Figure 1. Clock distribution.
Drawn at 8 px/µm.
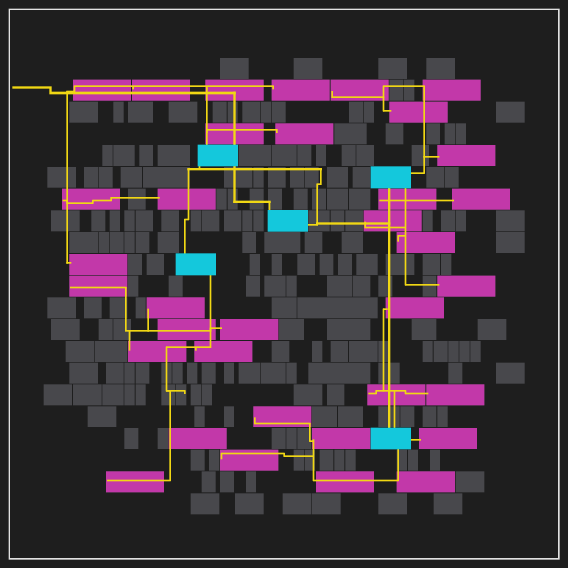
Figure 2. A small window of the routed layout.
Region (22, 22) to (47, 47) µm. Cells in gray, sequential cells in the stronger gray; small squares are vias.
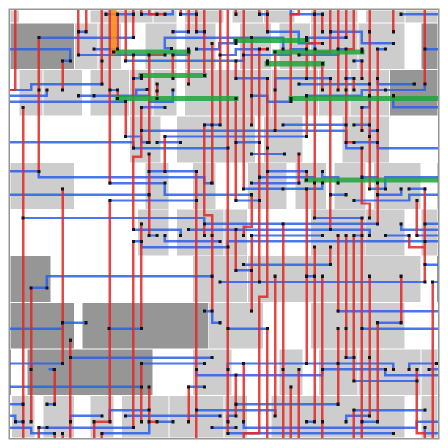
Figure 3. Cell density map.
Drawn at 4 px/µm. The die is cut into 7 by 7 equal tiles; black is low, pale yellow is high, 0 to 100% covered.
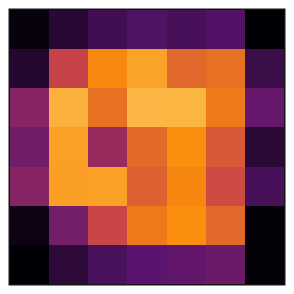
==> config.mk <==
export PLATFORM = sky130hd
export DESIGN_NAME = huffman_decoder
export DESIGN_NICKNAME = d
export VERILOG_FILES = /design/src/rtl/huffman_pkg.sv /design/src/rtl/huffman_table.sv /design/src/rtl/huffman_decoder.sv
export SDC_FILE = /design/constraint.sdc
export NUM_CORES = 1
export LEC_CHECK = 0
export CORE_MARGIN = 4
export CORE_UTILIZATION = 45
export DETAILED_ROUTE_END_ITERATION = 10
export GPL_TIMING_DRIVEN = 0
export MAX_ROUTING_LAYER = met4
export PLACE_DENSITY = 0.7
export SLEW_MARGIN = 15
export SYNTH_ARGS = -nofsm -noshare
export SYNTH_HDL_FRONTEND = slang
export SYNTH_SLANG_ARGS = --single-unit
==> constraint.sdc <==
create_clock -name clk -period 2.7 [get_ports clk]
set_input_delay 0.54 -clock clk [delete_from_list [all_inputs] [get_ports clk]]
set_output_delay 0.54 -clock clk [all_outputs]
set_load 0.05 [all_outputs]
==> src/rtl/huffman_pkg.sv <==
// Shared constants and FSM encoding for the Huffman coder/decoder pair.
package huffman_pkg;

    localparam int CODE_W   = 10;
    localparam int LEN_W    = 4;
    localparam int SYM_W    = 7;
    localparam int NUM_SYMS = 1 << SYM_W;

    typedef enum logic [1:0] {
        IDLE   = 2'd0,
        SEARCH = 2'd1,
        DONE   = 2'd2
    } state_t;

    // A code length is usable only if it is non-zero and fits the code field.
    function automatic logic len_ok(input logic [LEN_W-1:0] len);
        return (len != '0) && (len <= LEN_W'(CODE_W));
    endfunction

endpackage

==> src/rtl/huffman_table.sv <==
// Static code book: 0x60..0x7F get 6-bit codes 0xxxxx, every other symbol an 8-bit code 1sssssss.
module huffman_table
    import huffman_pkg::*;
(
    input  logic [SYM_W-1:0]  ascii_i,
    output logic [CODE_W-1:0] huffman_code_o,
    output logic [LEN_W-1:0]  bit_length_o
);

    always_comb begin
        huffman_code_o = '0;
        bit_length_o   = '0;
        if (ascii_i[SYM_W-1 -: 2] == 2'b11) begin
            huffman_code_o = CODE_W'(ascii_i[SYM_W-3:0]);
            bit_length_o   = LEN_W'(6);
        end else begin
            huffman_code_o = CODE_W'({1'b1, ascii_i});
            bit_length_o   = LEN_W'(8);
        end
    end

endmodule

==> src/rtl/huffman_decoder.sv <==
// Huffman decoder: captures one code word per handshake and scans the code table
// one entry per cycle, lowest index first, to recover the symbol.
module huffman_decoder
    import huffman_pkg::*;
(
    input  logic              clk,
    input  logic              reset,
    input  logic [CODE_W-1:0] huffman_in,
    input  logic [LEN_W-1:0]  bit_length_in,
    input  logic              valid_in,
    output logic              load_out,
    output logic [SYM_W-1:0]  ascii_out,
    output logic              error,
    output logic              valid_out,
    input  logic              ack,
    output state_t            state_o
);

    state_t            state_q, state_d;
    logic              load_q, load_d;
    logic [SYM_W-1:0]  ascii_q, ascii_d;
    logic              error_q, error_d;
    logic              valid_q, valid_d;
    logic [SYM_W-1:0]  idx_q, idx_d;
    logic              armed_q, armed_d;
    logic              ack_prev_q, ack_prev_d;
    logic [CODE_W-1:0] code_q, code_d;
    logic [LEN_W-1:0]  len_q, len_d;

    logic [CODE_W-1:0] tbl_code;
    logic [LEN_W-1:0]  tbl_len;
    logic              match;
    logic              last_idx;
    logic              ack_rise;

    huffman_table u_table (
        .ascii_i        (idx_q),
        .huffman_code_o (tbl_code),
        .bit_length_o   (tbl_len)
    );

    assign match    = (tbl_code == code_q) && (tbl_len == len_q);
    assign last_idx = (idx_q == SYM_W'(NUM_SYMS - 1));
    assign ack_rise = ack && !ack_prev_q;

    always_ff @(posedge clk) begin
        if (reset) begin
            state_q    <= IDLE;
            load_q     <= 1'b0;
            ascii_q    <= '0;
            error_q    <= 1'b0;
            valid_q    <= 1'b0;
            idx_q      <= '0;
            armed_q    <= 1'b1;
            ack_prev_q <= 1'b0;
            code_q     <= '0;
            len_q      <= '0;
        end else begin
            state_q    <= state_d;
            load_q     <= load_d;
            ascii_q    <= ascii_d;
            error_q    <= error_d;
            valid_q    <= valid_d;
            idx_q      <= idx_d;
            armed_q    <= armed_d;
            ack_prev_q <= ack_prev_d;
            code_q     <= code_d;
            len_q      <= len_d;
        end
    end

    always_comb begin
        state_d    = state_q;
        load_d     = 1'b0;
        ascii_d    = ascii_q;
        error_d    = error_q;
        valid_d    = valid_q;
        idx_d      = idx_q;
        code_d     = code_q;
        len_d      = len_q;
        ack_prev_d = ack;
        // Re-arm only once the producer has visibly dropped the previous word.
        armed_d    = armed_q | ~valid_in;

        case (state_q)
            IDLE: begin
                if (valid_in && armed_q) begin
                    code_d  = huffman_in;
                    len_d   = bit_length_in;
                    load_d  = 1'b1;
                    armed_d = 1'b0;
                    idx_d   = '0;
                    if (len_ok(bit_length_in)) begin
                        state_d = SEARCH;
                    end else begin
                        state_d = DONE;
                        error_d = 1'b1;
                        ascii_d = '0;
                        valid_d = 1'b1;
                    end
                end
            end
            SEARCH: begin
                if (match) begin
                    ascii_d = idx_q;
                    error_d = 1'b0;
                    valid_d = 1'b1;
                    state_d = DONE;
                end else if (last_idx) begin
                    ascii_d = '0;
                    error_d = 1'b1;
                    valid_d = 1'b1;
                    state_d = DONE;
                end else begin
                    idx_d = idx_q + SYM_W'(1);
                end
            end
            DONE: begin
                if (ack_rise) begin
                    valid_d = 1'b0;
                    state_d = IDLE;
                end
            end
            default: state_d = IDLE;
        endcase
    end

    always_comb begin
        load_out  = load_q;
        ascii_out = ascii_q;
        error     = error_q;
        valid_out = valid_q;
        state_o   = state_q;
    end

endmodule
==> flow_metrics.env <==
# source this file to load flow results
export IMPL_largest_register_ffs=10
export IMPL_antenna_found_initial=0
export IMPL_place_hpwl_um=2869
export IMPL_flops=35
export IMPL_logic_family="simple AND/OR/NAND/NOR gates"
export IMPL_die_width_um=68.52
export IMPL_grt_total_usage_pct=19.49
export IMPL_chip_area_um2=4694
export IMPL_cts_tree="done"
export IMPL_min_path_type="reg -> reg"
export IMPL_placed_cells=274
export IMPL_slew_headroom_pct=64.82
export IMPL_report_final_setup_viol=0
export IMPL_final_cell_mix="nand2_1 (42), dfxtp_1 (35), clkdlybuf4s50_1 (29)"
export IMPL_cts_inserted_buffers=5
export IMPL_hold_ws_ns=0.4574
export IMPL_post_place_ws_ns=0.4315
export IMPL_use_met1_pct=22.92
export IMPL_mappedNetlistNets=218
export IMPL_n_all_buffers=44
export IMPL_compound_area_share_pct=22.48
export IMPL_top_register="code_q"
export IMPL_cp_start_kind="flip-flop"
export IMPL_ys_top_cells_by_count="nand2_1 (42), dfxtp_1 (35), a21oi_1 (21), clkbuf_1 (12)"
export IMPL_wl_met2_um=1963
export IMPL_hold_viol_final=0
export IMPL_area_leaders="dfxtp_1 (43%), nand2_1 (9.6%), a21oi_1 (6.4%)"
export IMPL_final_nonclk_buf_share_pct=17.36
export IMPL_logic_gates=147
export IMPL_maxCapViolations=0
export IMPL_p_per_area_nw_per_um2=587.3
export IMPL_vias=1549
export IMPL_yosys_area_share_simple_pct=25.36
export IMPL_vdd_drop_max_uv=328.5
export IMPL_ys_chip_area_um2=1648
export IMPL_syn_area_per_cell_um2=8.281
export IMPL_fp_row_count=21
export IMPL_cts_max_level=2
export IMPL_wirelength_met1_um=1753
export IMPL_drcViolationCount=0
export IMPL_grt_start_max_net_pins=11
export IMPL_synthArstFlopShare_pct=0
export IMPL_postSynthSeqShare_pct=42.52
export IMPL_comb_area_um2=870.8
export IMPL_adder_share_pct=0.7593
export IMPL_use_met3_pct=3.404
export IMPL_io_pins=30
export IMPL_seqCellArea_um2=700.7
export IMPL_cts_setup_buffers=0
export IMPL_synth_distinct_cells=44
export IMPL_tightest_slew_ns=0.5278
export IMPL_routedWlPerCell_um=14.04
export IMPL_synth_top_area_share_pct=42.52
export IMPL_largest_class="multi-input combinational cells"
export IMPL_placed_area_um2=1996
export IMPL_power_w=0.001215
export IMPL_layout_top_cell="nand2_1"
export IMPL_top_area_cell="dfxtp_1"
export IMPL_worst_r2r_setup_slack_ns=0.58
export IMPL_cts_root_buf="clkbuf_8"
export IMPL_critPathArrivalTime_ns=2.35
export IMPL_status="finished, final reports clean"
export IMPL_taps=46
export IMPL_grt_pass1_wl_um=6782
export IMPL_grt_overflow=0
export IMPL_ctsResizeCount=0
export IMPL_fin_skew_ns=0.002786
export IMPL_fin_cells=280
export IMPL_fin_crit_ns=2.124
export IMPL_n_antenna_cell=0
export IMPL_synth_most_common_cell="nand2_1"
export IMPL_grt_pass1_vias=1591
export IMPL_hold_path_endpoint="code_q[8]$_SDFFE_PP0P_"
export IMPL_grtUsageMet2_pct=33.61
export IMPL_worstSkewPairLatency_ns=0.28
export IMPL_final_nets=254
export IMPL_clock_path_buffers=2
export IMPL_synth_main_ff_cell="dfxtp_1"
export IMPL_r2r_worst_path_cells=6
export IMPL_comb_share_pct=42.11
export IMPL_nFillCells=321
export IMPL_yosys_cells=199
export IMPL_tns_ns=0
export IMPL_area_delta_synth_final_pct=25.51
export IMPL_rsz0062_at_grt="false"
export IMPL_warning_count=26
export IMPL_via_per_inst=5.532
export IMPL_postCtsHoldBufs=0
export IMPL_drt_wl_total_um=3930
export IMPL_synth_cell_area_um2=1648
export IMPL_critPathKind="reg -> reg"
export IMPL_clkCellAreaFrac_pct=3.509
export IMPL_syn_inst=199
export IMPL_post_route_util_pct=60.09
export IMPL_grt_busiest_layer="met2"
export IMPL_worstHoldStart="code_q[8]$_SDFFE_PP0P_"
export IMPL_critPathRequiredTime_ns=2.93
export IMPL_antenna_left=0
export IMPL_final_area_um2=2068
export IMPL_mux_area_share_pct=1.595
export IMPL_drv_slew=0
export IMPL_r2r_start="idx_q[4]$_SDFFE_PP0P_"
export IMPL_final_period_utilization_pct=78.66
export IMPL_gp_congestion=0.8592
export IMPL_crit_path_start="idx_q[4]$_SDFFE_PP0P_"
export IMPL_first_pass_iters=4
export IMPL_port_buffers=29
export IMPL_die_h_um=68.52
export IMPL_power_leakage_nw=0.7135
export IMPL_endpoint="error$_SDFFE_PP0P_"
export IMPL_fmax_mhz=470.9
export IMPL_seq_share_pct=33.88
export IMPL_ys_warn_count=0
export IMPL_r2r_end="error$_SDFFE_PP0P_"
export IMPL_path_clk_slew_ns=0.06
export IMPL_worstPathMaxFanout=9
export IMPL_ys_seq_elements=35
export IMPL_clock_sinks=35
export IMPL_worst_slack_ns=0.5762
export IMPL_wl_met3_um=166
export IMPL_n_all_inverters=2
export IMPL_dr_first_iter_drc_count=90
export IMPL_xor_area_share_pct=2.658
export IMPL_top_layer_used="met4"
export IMPL_nClkBuffers=6
export IMPL_edf_count=0
export IMPL_endpoint_kind="flip-flop"
export IMPL_holdPathStages=2
export IMPL_drive_gt1_share_pct=6.410
-- Figure 1 (at the start) --
[clock wires] yellow | length: 430 µm
[clock drivers] cyan | count: 5
[flip-flops] magenta | count: 35
flops lie	widely spread

-- Figure 2 (at the start) --
layer	color
metal 2	red
metal 1	blue
metal 4	orange
metal 3	green
netlist names of flops here include	len_q (2)
sequential cells in the window	4
cells with their middle in the window	54
most frequent	clkbuf_1 (7), nand3_1 (6), nand2_1 (5)

-- Figure 3 (at the start) --
nearly empty tiles	8.2%
tiles over 75% full	18%
fullest tile	84%
densest ninth of the die	center
mean over tiles	43%
emptiest ninth of the die	lower left
Core Region: 3442 µm²
Initial Utilization: 47.87%

[power by group]
group          internal (W)  switching, W
Combinational      0.000113      0.000183
Sequential         0.000552     0.0000265
Clock              0.000172      0.000169
[cells by family (layout without fill, tap and decap cells)]
| logic type | Yosys count | in the layout |
|---|---|---|
| XOR/XNOR | 5 | 5 |
| multiplexers | 2 | 2 |
| buffers and inverters | 17 | 52 |
| AND-OR/OR-AND | 52 | 52 |
| AND/OR/NAND/NOR | 87 | 87 |
| flip-flops | 35 | 35 |
| adder cells (fa/ha/maj) | 1 | 1 |
[worst max-delay path, cell delays in order, from the launching register on]
cell and delay (ns):
dfxtp_1 0.30, clkbuf_1 0.32, xnor2_1 0.17, nand4_1 0.20
a2111o_4 0.58, a21oi_4 0.27, o221a_1 0.23
